Fig. 1: routing congestion map
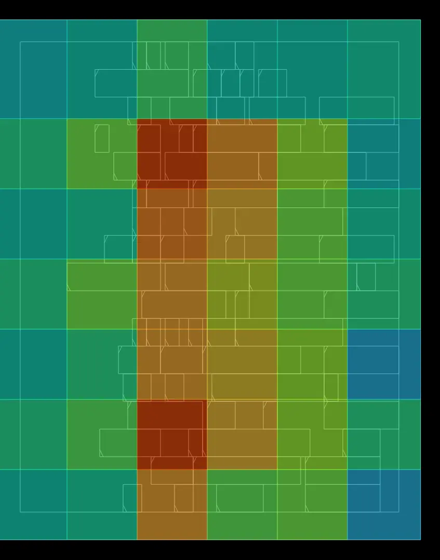
Fig. 2: clock distribution
The bar under the picture is 10 µm long.
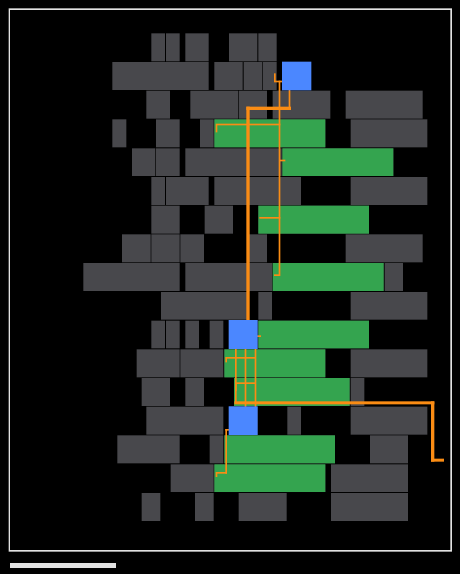
Fig. 3: wiring heat map
The bar under the picture is 10 µm long. 8 x 10 tiles, from dark blue (low) to red (high), scaled to the fullest tile. Values are wire area over tile area, all layers added.
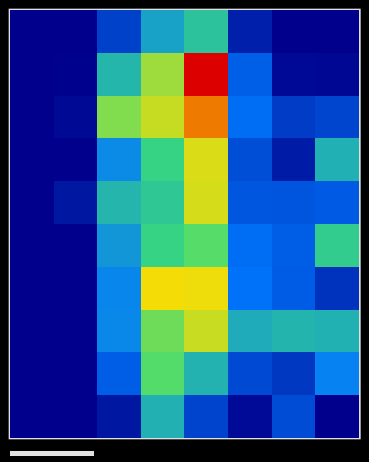
Fig. 4: selected gate families
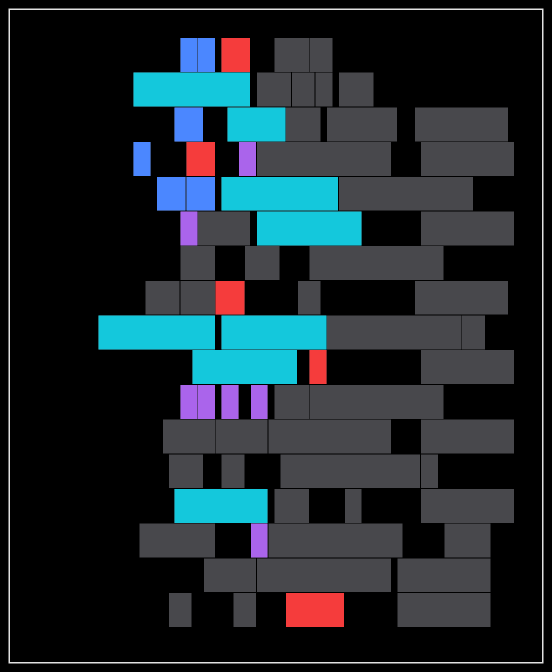
$ cat src/rtl/four_bit_adder.sv
// Registered 4-bit adder slice: sum, carry-out, signed overflow, zero and
// group propagate/generate flags, all captured on the rising clock edge.
module four_bit_adder (
  input  logic       clk,
  input  logic       rst_n,
  input  logic [3:0] A,
  input  logic [3:0] B,
  input  logic       Cin,
  output logic [3:0] S,
  output logic       Cout,
  output logic       OVF,
  output logic       Z,
  output logic       P,
  output logic       G
);

  logic [3:0] bit_p;
  logic [3:0] bit_g;
  logic [4:0] carry;
  logic [3:0] sum;
  logic       ovf_next;
  logic       zero_next;
  logic       grp_p;
  logic       grp_g;

  assign bit_p = A ^ B;
  assign bit_g = A & B;

  // Four full-adder slices chained through the ripple carry.
  always_comb begin
    carry    = '0;
    sum      = '0;
    carry[0] = Cin;
    for (int i = 0; i < 4; i++) begin
      carry[i+1] = bit_g[i] | (bit_p[i] & carry[i]);
      sum[i]     = bit_p[i] ^ carry[i];
    end
  end

  // Group terms are flattened lookahead products so they never see Cin.
  always_comb begin
    grp_p = &bit_p;
    grp_g = bit_g[3]
          | (bit_p[3] & bit_g[2])
          | (bit_p[3] & bit_p[2] & bit_g[1])
          | (bit_p[3] & bit_p[2] & bit_p[1] & bit_g[0]);
  end

  // Overflow is the disagreement between carries into and out of the sign bit.
  assign ovf_next  = carry[4] ^ carry[3];
  assign zero_next = (sum == 4'd0);

  // NOTE: state uses non-blocking assignments; the async reset clears
  // every output immediately, and Z resets to 1 to stay consistent with S=0.
  always_ff @(posedge clk or negedge rst_n) begin
    if (!rst_n) begin
      S    <= 4'd0;
      Cout <= 1'b0;
      OVF  <= 1'b0;
      Z    <= 1'b1;
      P    <= 1'b0;
      G    <= 1'b0;
    end else begin
      S    <= sum;
      Cout <= carry[4];
      OVF  <= ovf_next;
      Z    <= zero_next;
      P    <= grp_p;
      G    <= grp_g;
    end
  end

endmodule

$ cat config.mk
export PLATFORM = sky130hd
export DESIGN_NAME = four_bit_adder
export DESIGN_NICKNAME = d
export VERILOG_FILES = /design/src/rtl/four_bit_adder.sv
export SDC_FILE = /design/constraint.sdc
export NUM_CORES = 1
export LEC_CHECK = 0
export ABC_AREA = 1
export CAP_MARGIN = 20
export CORE_ASPECT_RATIO = 1.25
export CORE_MARGIN = 2
export CORE_UTILIZATION = 25
export DETAILED_ROUTE_END_ITERATION = 12
export PLACE_DENSITY = 0.57
export RECOVER_POWER = 100
export SETUP_SLACK_MARGIN = 0.05
export SLEW_MARGIN = 40
export SYNTH_ARGS = -nofsm -noshare
export SYNTH_HDL_FRONTEND = slang
export SYNTH_SLANG_ARGS = --single-unit
$ cat constraint.sdc
create_clock -name clk -period 0.8 [get_ports clk]
set_input_delay 0.16 -clock clk [delete_from_list [all_inputs] [get_ports clk]]
set_output_delay 0.16 -clock clk [all_outputs]
set_load 0.1 [all_outputs]
==> run notes <==
Implementation numbers.

- The peak per-stage delay on the critical path is 0.42 ns.
- Setup repair after global routing could not meet its margin everywhere.
- The relative slew slack is about 82%.
- Cells with a size suffix above 1 make up between 70% and 80% of the layout.
- Max fanout on the critical path was recorded as 2.
- The worst min-delay path category is in2reg.
- The floorplan step set the die height to 51.1 µm.
- The number of pins with negative max-slew slack in the final report is 0.
- The post-detailed-route via-to-cell ratio is ~4.2.
- The distinct cell type count after synthesis is 12.
- The die covers about 2100 µm².
- The clock-cell share of area is 2.79%.
- Clock tree synthesis found a total of 9 sinks.
- The flow reports that combinational logic draws a little over half of the design power.
- As logged by OpenROAD, the buffers inserted on ports number 19.
- STA on the placed design reports a worst setup slack of -1.65 ns.
- The last weighted congestion value of the routability-driven placer is slightly above 0.7.
- The total of cells resized after clock tree synthesis is 33.
- The synthesis stats list as the most numerous cell sky130_fd_sc_hd__dfrtp_1.
- The share of synthesized area in the top cell type comes to 45.1%.
- The fraction of the mapped netlist area in adder cells is between 20% and 30%.
- After clock tree synthesis, the flow added hold-fix buffers numbering 0.
- The type of destination of the critical path is a flop.
- The accumulated negative setup slack is -6.68 ns.
- Pin placement for this block handled 20 I/O pins.
- Data on the critical path is required at its endpoint by ~0.99 ns.
- The buffer cell driving the clock tree root is sky130_fd_sc_hd__clkbuf_4.
- The complex-gate fraction of the synthesized area is 0%.
- Once placement completed, the tool counted placed cells totaling roughly 85.
- There are 9 flip-flops and latches.
- The iteration tally of the first detailed-router pass is 2.
- The portion of the post-synthesis area used by sequential elements is roughly half.
- The tool flagged a number of max-cap violations equal to 0.
- The number of antenna violations at the first check in global routing is 0.
- The switching component of the power was reported as approximately 0.00085 W.
- The final-layout fill cell count is roughly 140.
- After routing the design area is 943 µm².
- After the flow finishes, the layout carries non-filler instances totaling about 91.
- The number of signal-net inverters in the final layout is 7.
- The placed cell area is about 890 µm².
- The global-route wire length before repair is 1.76 mm.
- The sequential cells in the finished layout cover a total of about 260 µm².
- The clock passes through at most 2 buffers.
- The checks that failed: setup timing.
- The synthesized netlist devotes under 10% of its cell area to XOR and XNOR gates.
- Counting both buffers and inverters, the worst setup path holds a total of 3.
- Global routing finished with a remaining overflow of 0.
- The power report lists cell-internal power as 0.00117 W.
- The worst setup margin is -0.967 ns.
- The cell count of the worst hold path is 2.
- Of the total power, the share spent switching nets is a little over two fifths.
- The fraction of synthesis flops using an asynchronous set or reset pin is 100%.
- The initialized floorplan defines 17 standard-cell rows.
- Following the worst setup path forward leads to its endpoint at Z.
- The non-clock buffer contribution to total cell area is a little under two fifths.
- The chip width is 41.7 µm.
- The total setup violations reported at the end of the flow is 16.
- The via count of the first global-routing pass is around 440.
- The timing report gives the clock slew at the launch and capture registers of the worst setup and hold paths as about 0.060 ns.
- The number of flops mapped to enable cells by yosys is 0.
- The post-synthesis cell count from yosys is 36.
- The post-synthesis average cell area is ~12 µm².
- The logic area is approximately 260 µm².
- Per the run report, area growth between synthesis and finish was 112%.
- The chip area estimate from yosys synthesis is ~440 µm².
- The worst setup path is launched from an input pin.
- The run finished, with violations left.
- 20 cells are multi-input combinational gates.
About Fig. 1:
M2 GR Usage: 22.1%
share of the core filled with cells: 54.8%
per-cell routed wire length: 11.5 µm

About Fig. 2:
[orange] clock wires | length: 121 µm
[blue] clock-net drivers | count: 3
[green] flip-flops | count: 9
routed clock nets: 4
Clock power frac: 16.8%
power in the clock group: 0.000339 W

About Fig. 3:
densest ninth of the die: north
nearly empty tiles: 30%
tiles over half the peak: 16%
fullest tile: 0.32
mean over tiles: 0.078
emptiest ninth of the die: south-west
total length of routed wires: 1.04 mm
vias after detailed routing: 385

About Fig. 4:
| color | family | cells |
|---|---|---|
| purple | inv cells | 7 |
| blue | nand cells | 6 |
| cyan | fa/ha/maj cells | 8 |
| red | nor cells | 5 |

==> routing by layer <==
layer	up-vias	global-route usage (%)	wire (µm)
li1	181	-	-
met3	4	2.83	52
met5	-	0	0
met1	187	10.3	304
met4	0	10.2	27
met2	13	22.1	659
==> cells in the final DEF, fill, tap and decap left out <==
| master | instances |
|---|---|
| sky130_fd_sc_hd__ha_4 | 3 |
| sky130_fd_sc_hd__clkbuf_2 | 2 |
| sky130_fd_sc_hd__buf_4 | 8 |
| sky130_fd_sc_hd__xnor2_2 | 1 |
| sky130_fd_sc_hd__nand2_1 | 3 |
| sky130_fd_sc_hd__nor2_2 | 3 |
| sky130_fd_sc_hd__ha_1 | 1 |
| sky130_fd_sc_hd__clkbuf_4 | 3 |
| sky130_fd_sc_hd__dlygate4sd3_1 | 1 |
| sky130_fd_sc_hd__dfrtp_4 | 7 |
| sky130_fd_sc_hd__buf_6 | 4 |
| sky130_fd_sc_hd__fa_2 | 3 |
| sky130_fd_sc_hd__nor2_1 | 1 |
| sky130_fd_sc_hd__inv_1 | 5 |
| sky130_fd_sc_hd__buf_12 | 9 |
| sky130_fd_sc_hd__fa_1 | 1 |
| sky130_fd_sc_hd__dfrtp_2 | 1 |
| sky130_fd_sc_hd__buf_2 | 5 |
| sky130_fd_sc_hd__buf_8 | 1 |
| sky130_fd_sc_hd__dfstp_4 | 1 |
| sky130_fd_sc_hd__nand2_2 | 2 |
| sky130_fd_sc_hd__inv_2 | 2 |
| sky130_fd_sc_hd__nor3b_2 | 1 |
| sky130_fd_sc_hd__clkbuf_1 | 3 |
| sky130_fd_sc_hd__nand4_1 | 1 |
==> flip-flops by register name (all words and copies together), names as in the netlist <==
| name | flops |
|---|---|
| Cout | 1 |
| S | 4 |
| P | 1 |
| Z | 1 |
| G | 1 |
| OVF | 1 |
Power is estimated from default activity; no workload was simulated.
